Figure 1. Signal wires by layer.
Bar = 50 um.
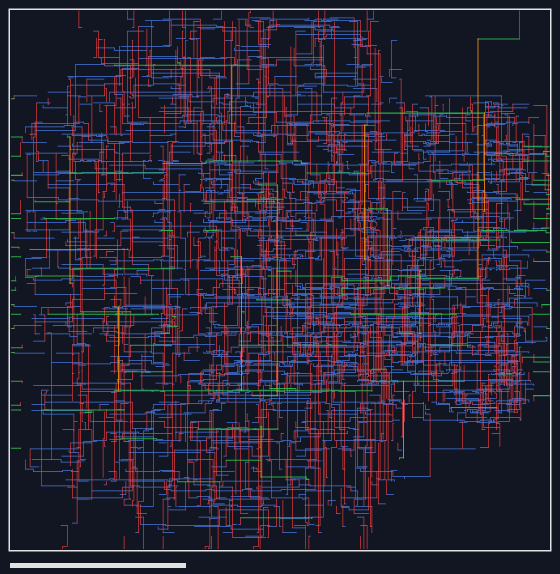
Figure 2. Supply network.
Bar = 50 um. Pins as bars on the die edge.
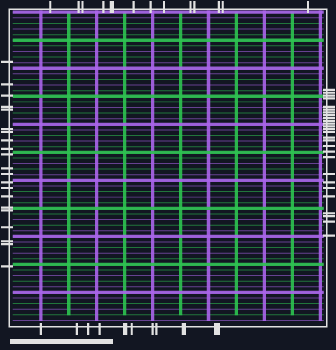
Figure 3. Clock network drawn from the DEF.
Bar = 50 um.
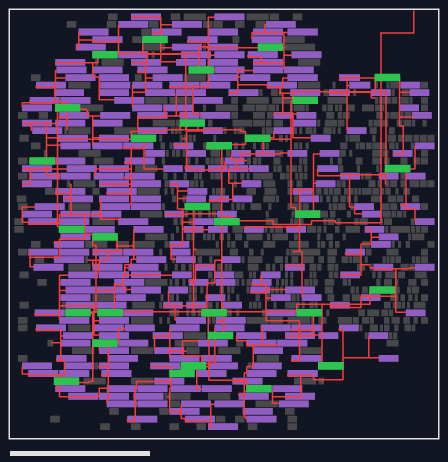
Figure 4. Clock routing.
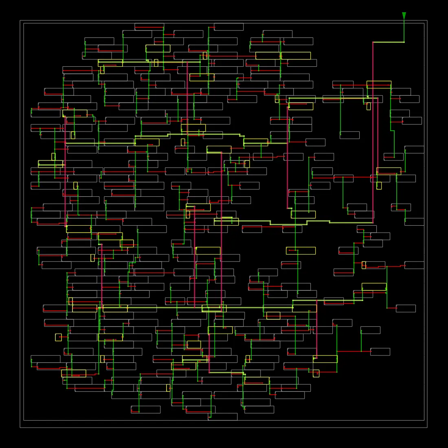
===== src/rtl/geig_packet_framer_pkg.sv =====
// -----------------------------------------------------------------------------
// geig_pkg
// Shared constants, FSM state encoding and payload byte selection for the
// geiger telemetry framer.
//
// A data stack is {counts[15:0], timestamp[23:0], id[7:0]} = 48 bits. It
// leaves the framer as the 9-byte frame SYNC0, SYNC1, six payload bytes
// MSB-first, then the modulo-256 sum of those six payload bytes.
// -----------------------------------------------------------------------------
package geig_pkg;

    localparam int          STACK_W     = 48;
    localparam int          FRAME_LEN   = 9;
    localparam int          PAYLOAD_LEN = 6;
    localparam logic [7:0]  GEIG_ID     = 8'h47;
    localparam logic [7:0]  SYNC0_DEF   = 8'hAA;
    localparam logic [7:0]  SYNC1_DEF   = 8'h55;

    // Most significant bit of each field within the stack.
    localparam int          COUNTS_MSB  = 47;
    localparam int          TS_MSB      = 31;
    localparam int          ID_MSB      = 7;

    typedef enum logic [2:0] {
        IDLE    = 3'd0,
        SYNC_A  = 3'd1,
        SYNC_B  = 3'd2,
        PAYLOAD = 3'd3,
        CKSUM   = 3'd4
    } geig_state_t;

    // Payload byte idx (0..5) in transmit order:
    // counts hi, counts lo, ts[23:16], ts[15:8], ts[7:0], id.
    function automatic logic [7:0] payload_byte(input logic [STACK_W-1:0] s,
                                                input logic [2:0]         idx);
        case (idx)
            3'd0:    payload_byte = s[COUNTS_MSB     -: 8];
            3'd1:    payload_byte = s[COUNTS_MSB - 8 -: 8];
            3'd2:    payload_byte = s[TS_MSB         -: 8];
            3'd3:    payload_byte = s[TS_MSB - 8     -: 8];
            3'd4:    payload_byte = s[TS_MSB - 16    -: 8];
            default: payload_byte = s[ID_MSB         -: 8];
        endcase
    endfunction

endpackage


===== src/rtl/geig_packet_framer_if.sv =====
// -----------------------------------------------------------------------------
// geig_packet_framer_if
// Bundles the stack push strobe and the byte output handshake of the framer.
//
//   STACK_IN[47:0]  stack data, meaningful only while STACK_VALID=1
//   STACK_VALID     one-cycle push strobe
//   TX_BYTE[7:0]    current frame byte
//   TX_VALID        TX_BYTE is valid
//   TX_READY        downstream accepts TX_BYTE this cycle
//
// Handshake: a byte moves on a rising edge where TX_VALID=1 and TX_READY=1.
// While TX_VALID=1 and TX_READY=0 the producer holds TX_BYTE and TX_VALID
// unchanged; TX_VALID does not depend on TX_READY and stays high for the
// whole frame.
//
// master: the side that pushes stacks and consumes bytes.
// slave : the framer.
// -----------------------------------------------------------------------------
interface geig_packet_framer_if;
    import geig_pkg::*;

    logic [STACK_W-1:0] STACK_IN;
    logic               STACK_VALID;
    logic [7:0]         TX_BYTE;
    logic               TX_VALID;
    logic               TX_READY;

    modport master (output STACK_IN, STACK_VALID, TX_READY,
                    input  TX_BYTE, TX_VALID);
    modport slave  (input  STACK_IN, STACK_VALID, TX_READY,
                    output TX_BYTE, TX_VALID);
endinterface


===== src/rtl/geig_stack_fifo.sv =====
// -----------------------------------------------------------------------------
// geig_stack_fifo
// Synchronous FIFO for data stacks. DEPTH must be a power of two so the
// pointers wrap naturally.
//
//   clk, rst       clock, synchronous active-high reset (empties the FIFO)
//   push, din      write request / data
//   pop, dout      read request / head entry (dout valid while !empty)
//   full, empty    derived from the registered level
//   level          number of entries stored, 0..DEPTH
//
// A push while full is accepted only if a pop happens in the same cycle.
// -----------------------------------------------------------------------------
module geig_stack_fifo #(
    parameter  int DEPTH = 4,
    parameter  int W     = 48,
    localparam int AW    = $clog2(DEPTH),
    localparam int LW    = AW + 1
) (
    input  logic          clk,
    input  logic          rst,
    input  logic          push,
    input  logic [W-1:0]  din,
    input  logic          pop,
    output logic [W-1:0]  dout,
    output logic          full,
    output logic          empty,
    output logic [LW-1:0] level
);

    logic [W-1:0]  mem [DEPTH];
    logic [AW-1:0] wptr, rptr;
    logic [LW-1:0] level_q;
    logic          do_push, do_pop;

    assign full    = (level_q == LW'(DEPTH));
    assign empty   = (level_q == '0);
    assign do_pop  = pop && !empty;
    assign do_push = push && (!full || do_pop);
    assign dout    = mem[rptr];
    assign level   = level_q;

    always_ff @(posedge clk) begin
        if (do_push) begin
            mem[wptr] <= din;
        end
    end

    always_ff @(posedge clk) begin
        if (rst) begin
            wptr    <= '0;
            rptr    <= '0;
            level_q <= '0;
        end else begin
            if (do_push) wptr <= wptr + 1'b1;
            if (do_pop)  rptr <= rptr + 1'b1;
            case ({do_push, do_pop})
                2'b10:   level_q <= level_q + 1'b1;
                2'b01:   level_q <= level_q - 1'b1;
                default: level_q <= level_q;
            endcase
        end
    end

endmodule


===== src/rtl/geig_packet_framer.sv =====
// -----------------------------------------------------------------------------
// geig_packet_framer
// Buffers 48-bit geiger stacks and serialises each into a 9-byte frame:
// SYNC0, SYNC1, counts[15:8], counts[7:0], ts[23:16], ts[15:8], ts[7:0],
// id, checksum (modulo-256 sum of the six payload bytes).
//
//   CLK_100KHZ     sole clock, rising edge
//   RESET          synchronous active-high reset; abandons any frame
//   bus (slave)    STACK_IN/STACK_VALID push, TX_BYTE/TX_VALID/TX_READY out
//   FIFO_OVERFLOW  sticky, set when a stack is dropped
//   DROP_COUNT     dropped stacks, saturating at 8'hFF
//   FIFO_LEVEL     stacks waiting in the FIFO (the frame in flight excluded)
//   FSM_STATE      current framer state, for observation
//
// All outputs are registered. A frame's stack is popped from the FIFO when
// the frame starts, so back-to-back frames follow with no idle cycle.
// -----------------------------------------------------------------------------
module geig_packet_framer
    import geig_pkg::*;
#(
    parameter int         FIFO_DEPTH = 4,
    parameter logic [7:0] SYNC0      = SYNC0_DEF,
    parameter logic [7:0] SYNC1      = SYNC1_DEF
) (
    input  logic                        CLK_100KHZ,
    input  logic                        RESET,
    geig_packet_framer_if.slave         bus,
    output logic                        FIFO_OVERFLOW,
    output logic [7:0]                  DROP_COUNT,
    output logic [$clog2(FIFO_DEPTH):0] FIFO_LEVEL,
    output geig_state_t                 FSM_STATE
);

    logic [STACK_W-1:0] fifo_head;
    logic               fifo_full, fifo_empty, fifo_pop;

    geig_stack_fifo #(.DEPTH(FIFO_DEPTH), .W(STACK_W)) u_fifo (
        .clk   (CLK_100KHZ),
        .rst   (RESET),
        .push  (bus.STACK_VALID),
        .din   (bus.STACK_IN),
        .pop   (fifo_pop),
        .dout  (fifo_head),
        .full  (fifo_full),
        .empty (fifo_empty),
        .level (FIFO_LEVEL)
    );

    geig_state_t        state_q, state_d;
    logic [2:0]         idx_q, idx_d;
    logic [STACK_W-1:0] stack_q, stack_d;
    logic [7:0]         cksum_q, cksum_d;
    logic [7:0]         tx_byte_q, tx_byte_d;
    logic               tx_valid_q, tx_valid_d;
    logic               xfer, drop;

    assign xfer          = tx_valid_q && bus.TX_READY;
    // A push into a full FIFO survives only if the framer pops this cycle.
    assign drop          = bus.STACK_VALID && fifo_full && !fifo_pop;
    assign bus.TX_BYTE   = tx_byte_q;
    assign bus.TX_VALID  = tx_valid_q;
    assign FSM_STATE     = state_q;

    always_ff @(posedge CLK_100KHZ) begin
        if (RESET) begin
            state_q       <= IDLE;
            idx_q         <= '0;
            stack_q       <= '0;
            cksum_q       <= '0;
            tx_byte_q     <= '0;
            tx_valid_q    <= 1'b0;
            FIFO_OVERFLOW <= 1'b0;
            DROP_COUNT    <= '0;
        end else begin
            state_q    <= state_d;
            idx_q      <= idx_d;
            stack_q    <= stack_d;
            cksum_q    <= cksum_d;
            tx_byte_q  <= tx_byte_d;
            tx_valid_q <= tx_valid_d;
            if (drop) begin
                FIFO_OVERFLOW <= 1'b1;
                if (DROP_COUNT != 8'hFF) DROP_COUNT <= DROP_COUNT + 8'd1;
            end
        end
    end

    // Next-state logic computes the byte to present after each edge, so the
    // registered TX_BYTE already holds the right value when the state changes.
    always_comb begin
        state_d    = state_q;
        idx_d      = idx_q;
        stack_d    = stack_q;
        cksum_d    = cksum_q;
        tx_byte_d  = tx_byte_q;
        tx_valid_d = tx_valid_q;
        fifo_pop   = 1'b0;

        case (state_q)
            IDLE: begin
                if (!fifo_empty) begin
                    fifo_pop   = 1'b1;
                    stack_d    = fifo_head;
                    cksum_d    = '0;
                    state_d    = SYNC_A;
                    tx_byte_d  = SYNC0;
                    tx_valid_d = 1'b1;
                end
            end
            SYNC_A: begin
                if (xfer) begin
                    state_d   = SYNC_B;
                    tx_byte_d = SYNC1;
                end
            end
            SYNC_B: begin
                if (xfer) begin
                    state_d   = PAYLOAD;
                    idx_d     = 3'd0;
                    tx_byte_d = payload_byte(stack_q, 3'd0);
                end
            end
            PAYLOAD: begin
                if (xfer) begin
                    cksum_d = cksum_q + tx_byte_q;
                    if (idx_q == 3'(PAYLOAD_LEN - 1)) begin
                        state_d   = CKSUM;
                        tx_byte_d = cksum_q + tx_byte_q;
                    end else begin
                        idx_d     = idx_q + 3'd1;
                        tx_byte_d = payload_byte(stack_q, idx_q + 3'd1);
                    end
                end
            end
            CKSUM: begin
                if (xfer) begin
                    if (!fifo_empty) begin
                        fifo_pop   = 1'b1;
                        stack_d    = fifo_head;
                        cksum_d    = '0;
                        state_d    = SYNC_A;
                        tx_byte_d  = SYNC0;
                    end else begin
                        state_d    = IDLE;
                        tx_byte_d  = '0;
                        tx_valid_d = 1'b0;
                    end
                end
            end
            default: begin
                state_d    = IDLE;
                tx_valid_d = 1'b0;
            end
        endcase
    end

endmodule


===== src/flat_wrapper.sv =====
// flat-port wrapper written by rule: the top's interface ports become plain ports
module geig_packet_framer_flat import geig_pkg::*;
#(
    parameter int         FIFO_DEPTH = 4,
    parameter logic [7:0] SYNC0      = SYNC0_DEF,
    parameter logic [7:0] SYNC1      = SYNC1_DEF
)
  (CLK_100KHZ, RESET, FIFO_OVERFLOW, DROP_COUNT, FIFO_LEVEL, FSM_STATE, bus_STACK_IN, bus_STACK_VALID, bus_TX_READY, bus_TX_BYTE, bus_TX_VALID);
  geig_packet_framer_if bus_i ();
  input  logic CLK_100KHZ;
  input  logic RESET;
  output logic FIFO_OVERFLOW;
  output logic [7:0] DROP_COUNT;
  output logic [$clog2(FIFO_DEPTH):0] FIFO_LEVEL;
  output geig_state_t FSM_STATE;
  input wire logic [$bits(bus_i.STACK_IN)-1:0] bus_STACK_IN;
  input wire logic [$bits(bus_i.STACK_VALID)-1:0] bus_STACK_VALID;
  input wire logic [$bits(bus_i.TX_READY)-1:0] bus_TX_READY;
  output wire logic [$bits(bus_i.TX_BYTE)-1:0] bus_TX_BYTE;
  output wire logic [$bits(bus_i.TX_VALID)-1:0] bus_TX_VALID;
  assign bus_i.STACK_IN = bus_STACK_IN;
  assign bus_i.STACK_VALID = bus_STACK_VALID;
  assign bus_i.TX_READY = bus_TX_READY;
  assign bus_TX_BYTE = bus_i.TX_BYTE;
  assign bus_TX_VALID = bus_i.TX_VALID;
  geig_packet_framer #(.FIFO_DEPTH(FIFO_DEPTH), .SYNC0(SYNC0), .SYNC1(SYNC1)) u_core (.CLK_100KHZ(CLK_100KHZ), .RESET(RESET), .bus(bus_i), .FIFO_OVERFLOW(FIFO_OVERFLOW), .DROP_COUNT(DROP_COUNT), .FIFO_LEVEL(FIFO_LEVEL), .FSM_STATE(FSM_STATE));
endmodule

===== config.mk =====
export PLATFORM = sky130hd
export DESIGN_NAME = geig_packet_framer_flat
export DESIGN_NICKNAME = d
export VERILOG_FILES = /design/src/rtl/geig_packet_framer_pkg.sv /design/src/rtl/geig_packet_framer_if.sv /design/src/rtl/geig_stack_fifo.sv /design/src/rtl/geig_packet_framer.sv /design/src/flat_wrapper.sv
export SDC_FILE = /design/constraint.sdc
export NUM_CORES = 1
export LEC_CHECK = 0
export CORE_MARGIN = 1
export CORE_UTILIZATION = 50
export CTS_CLUSTER_DIAMETER = 120
export DETAILED_ROUTE_END_ITERATION = 6
export PLACE_DENSITY_LB_ADDON = 0.3
export SLEW_MARGIN = 0
export SYNTH_ARGS = -nofsm -noshare
export SYNTH_HDL_FRONTEND = slang
export SYNTH_HIERARCHICAL = 1
export SYNTH_SLANG_ARGS = --single-unit

===== constraint.sdc =====
create_clock -name CLK_100KHZ -period 3.4 [get_ports CLK_100KHZ]
set_input_delay 0.85 -clock CLK_100KHZ [delete_from_list [all_inputs] [get_ports CLK_100KHZ]]
set_output_delay 0.85 -clock CLK_100KHZ [all_outputs]
set_load 0.1 [all_outputs]

==> run summary <==
share of cells above drive strength 1 = 17.1%
pwr dens = 794 nW/um^2
TAP cells = 285
crit share post-route = 76.2%
met1 Use GR = 29.0%
r2r setup slk = 0.85 ns
cell type with the largest total area = edfxtp_1
final hold viol count = 0
slew at the pin closest to its max-slew limit = 0.759 ns
DR iter-0 viols = 521
post-cts resize count = 0
status = complete, no violations
worst hold endpoint = u_core/stack_q[26]
hold path depth = 2
worst hold margin = 0.453 ns
Netlist Area Pre-Place = 11500 sq um
most frequent cells in the layout = edfxtp_1 (192), nand2_1 (140), dfxtp_1 (84)
Mapped Nets = 903
unrepaired setup endpoints after global routing = no
Reg2Reg Capture Point = u_core/u_fifo/level[2]
CP max stage delay = 0.52 ns
cells in synth_stat.txt = 831
GR peak layer = met2
dpl cells = 1168
clock-pin transition on the worst setup and hold timing paths = 0.06 ns
Final Critical Period = 2.59 ns
fillers = 1758
Leakage = 4.55 nW
Comb area share = 26.6%
Crit Path Max Fanout = 3
Critical Path Sink = u_core/u_fifo/level[2]
HP Start = u_core/stack_q[26]
cell family with most CP delay = buffers and inverters
yosys warns = 6
largest net degree at the start of global routing = 63
Worst Path Required = 3.87 ns
flop share of the area = 56.1%
total power = 10.7 mW
Initial Util = 50.8%
Log Warnings = 33
Yosys cell types = 64
CP dominant cell by count = nand2_1
fmax = 386 MHz
Critical Path Stages = 13
antenna violations before repair = 0
DPL Wire Length = 14200 um
Core Util, Final = 59.7%
Final GP Congestion = 0.818
vias per inst = 5.65
GR Util met2 = 30.9%
asr flop ratio synth = 0%
Top cell area share = 50.3%
crit-path cells = clkdlybuf4s50_1, nand2_1, nand2_1, nand2_1, inv_2, o31ai_1, inv_1, ha_1, inv_1, fa_1, xor2_1, or3_1, a21oi_1
DR vias = 6912
Hold Buf Count CTS = 0
reg2reg path depth = 13
Synth mux share = 9.89%
non-clock buffer contribution to total cell area = 6.83%
Critical R2R Launch = u_core/u_fifo/level[1]
invs w/o clock = 25
Rows = 55
diode count = 0
final cell count without fillers = 1224
YS chip area = 11500 sq um
Min-Delay Path Class = flip-flop to flip-flop
post-route ant nets = 0
CTS Root Cell = clkbuf_16
About Figure 1:
[blue] met1 | wire length: 10300 um
[red] met2 | wire length: 10600 um
[green] met3 | wire length: 1060 um
[orange] met4 | wire length: 400 um
GRT Util Overall: 19.7%
WL/cell: 18.3 um

About Figure 2:
[green] VDD
[purple] VSS
signal pins: 76
met4 straps: 11
met1 rails: 56
met5 straps: 11
Die W: 153 um
Core Footprint: 22600 sq um
Die Height: 153 um
maximum vdd ir drop: 0.000431 V

About Figure 3:
[purple] flip-flops | count: 281
[red] clock wires | length: 3130 um
[green] cells driving clock nets | count: 30
flops lie: widely spread
clock network fraction of design power: 29.3%
clock skew: 0.0155 ns
P_clk: 3.13 mW
Insertion Delay late pin: 0.54 ns

About Figure 4:
Sink Count: 281
Inserted Clock Buffers: 30
clock buffers: 47
flip-flops: 281

per-layer routing:
metal	part of all wire, %	wire length, um
met1	46	10300
met2	47	10600
met3	4.7	1060
met4	1.8	399
met5	0	0
power breakdown:
group / switching (mW) / internal, mW / total [mW]
logic: 1.85 / 1.15 / 3.01
clock network: 1.24 / 1.89 / 3.13
registers: 0.368 / 4.19 / 4.56
synth_stat cells, drive strengths merged, types with 3 or more instances:
| master | n |
|---|---|
| a21oi | 81 |
| a221oi | 10 |
| a222oi | 5 |
| a22oi | 6 |
| a31oi | 3 |
| and2 | 7 |
| and3 | 3 |
| buf | 23 |
| clkbuf | 23 |
| dfxtp | 89 |
| edfxtp | 192 |
| ha | 18 |
| inv | 25 |
| mux2i | 3 |
| mux4 | 48 |
| nand2 | 140 |
| nand2b | 3 |
| nand3 | 9 |
| nand4 | 6 |
| nor2 | 42 |
| nor2b | 4 |
| nor3 | 9 |
| o21ai | 14 |
| o21bai | 4 |
| o22ai | 3 |
| o31ai | 3 |
| or3 | 7 |
| or4 | 3 |
| xnor2 | 7 |
| xor2 | 11 |
sequential cells by signal, summed over array words and instances (netlist names), 2 cells and up, named ones only:
signal,flops
u_core/u_fifo/mem,192
u_core/stack_q,48
u_core/DROP_COUNT,8
u_core/bus.TX_BYTE,8
u_core/cksum_q,8
u_core/FSM_STATE,3
u_core/idx_q,3
u_core/u_fifo/level,3
u_core/u_fifo/rptr,2
u_core/u_fifo/wptr,2
worst reg2reg max path: stages, from the launching register on:
cell and delay (ns):
dfxtp_2 0.38, nor3_1 0.07, buf_4 0.16, nor3_2 0.26, nand2_1 0.14, inv_2 0.08, o31ai_1 0.09, inv_1 0.07
ha_1 0.18, inv_1 0.06, fa_1 0.37, xor2_1 0.16, or3_1 0.31, a21oi_1 0.14
Power and IR drop assume default switching activity.
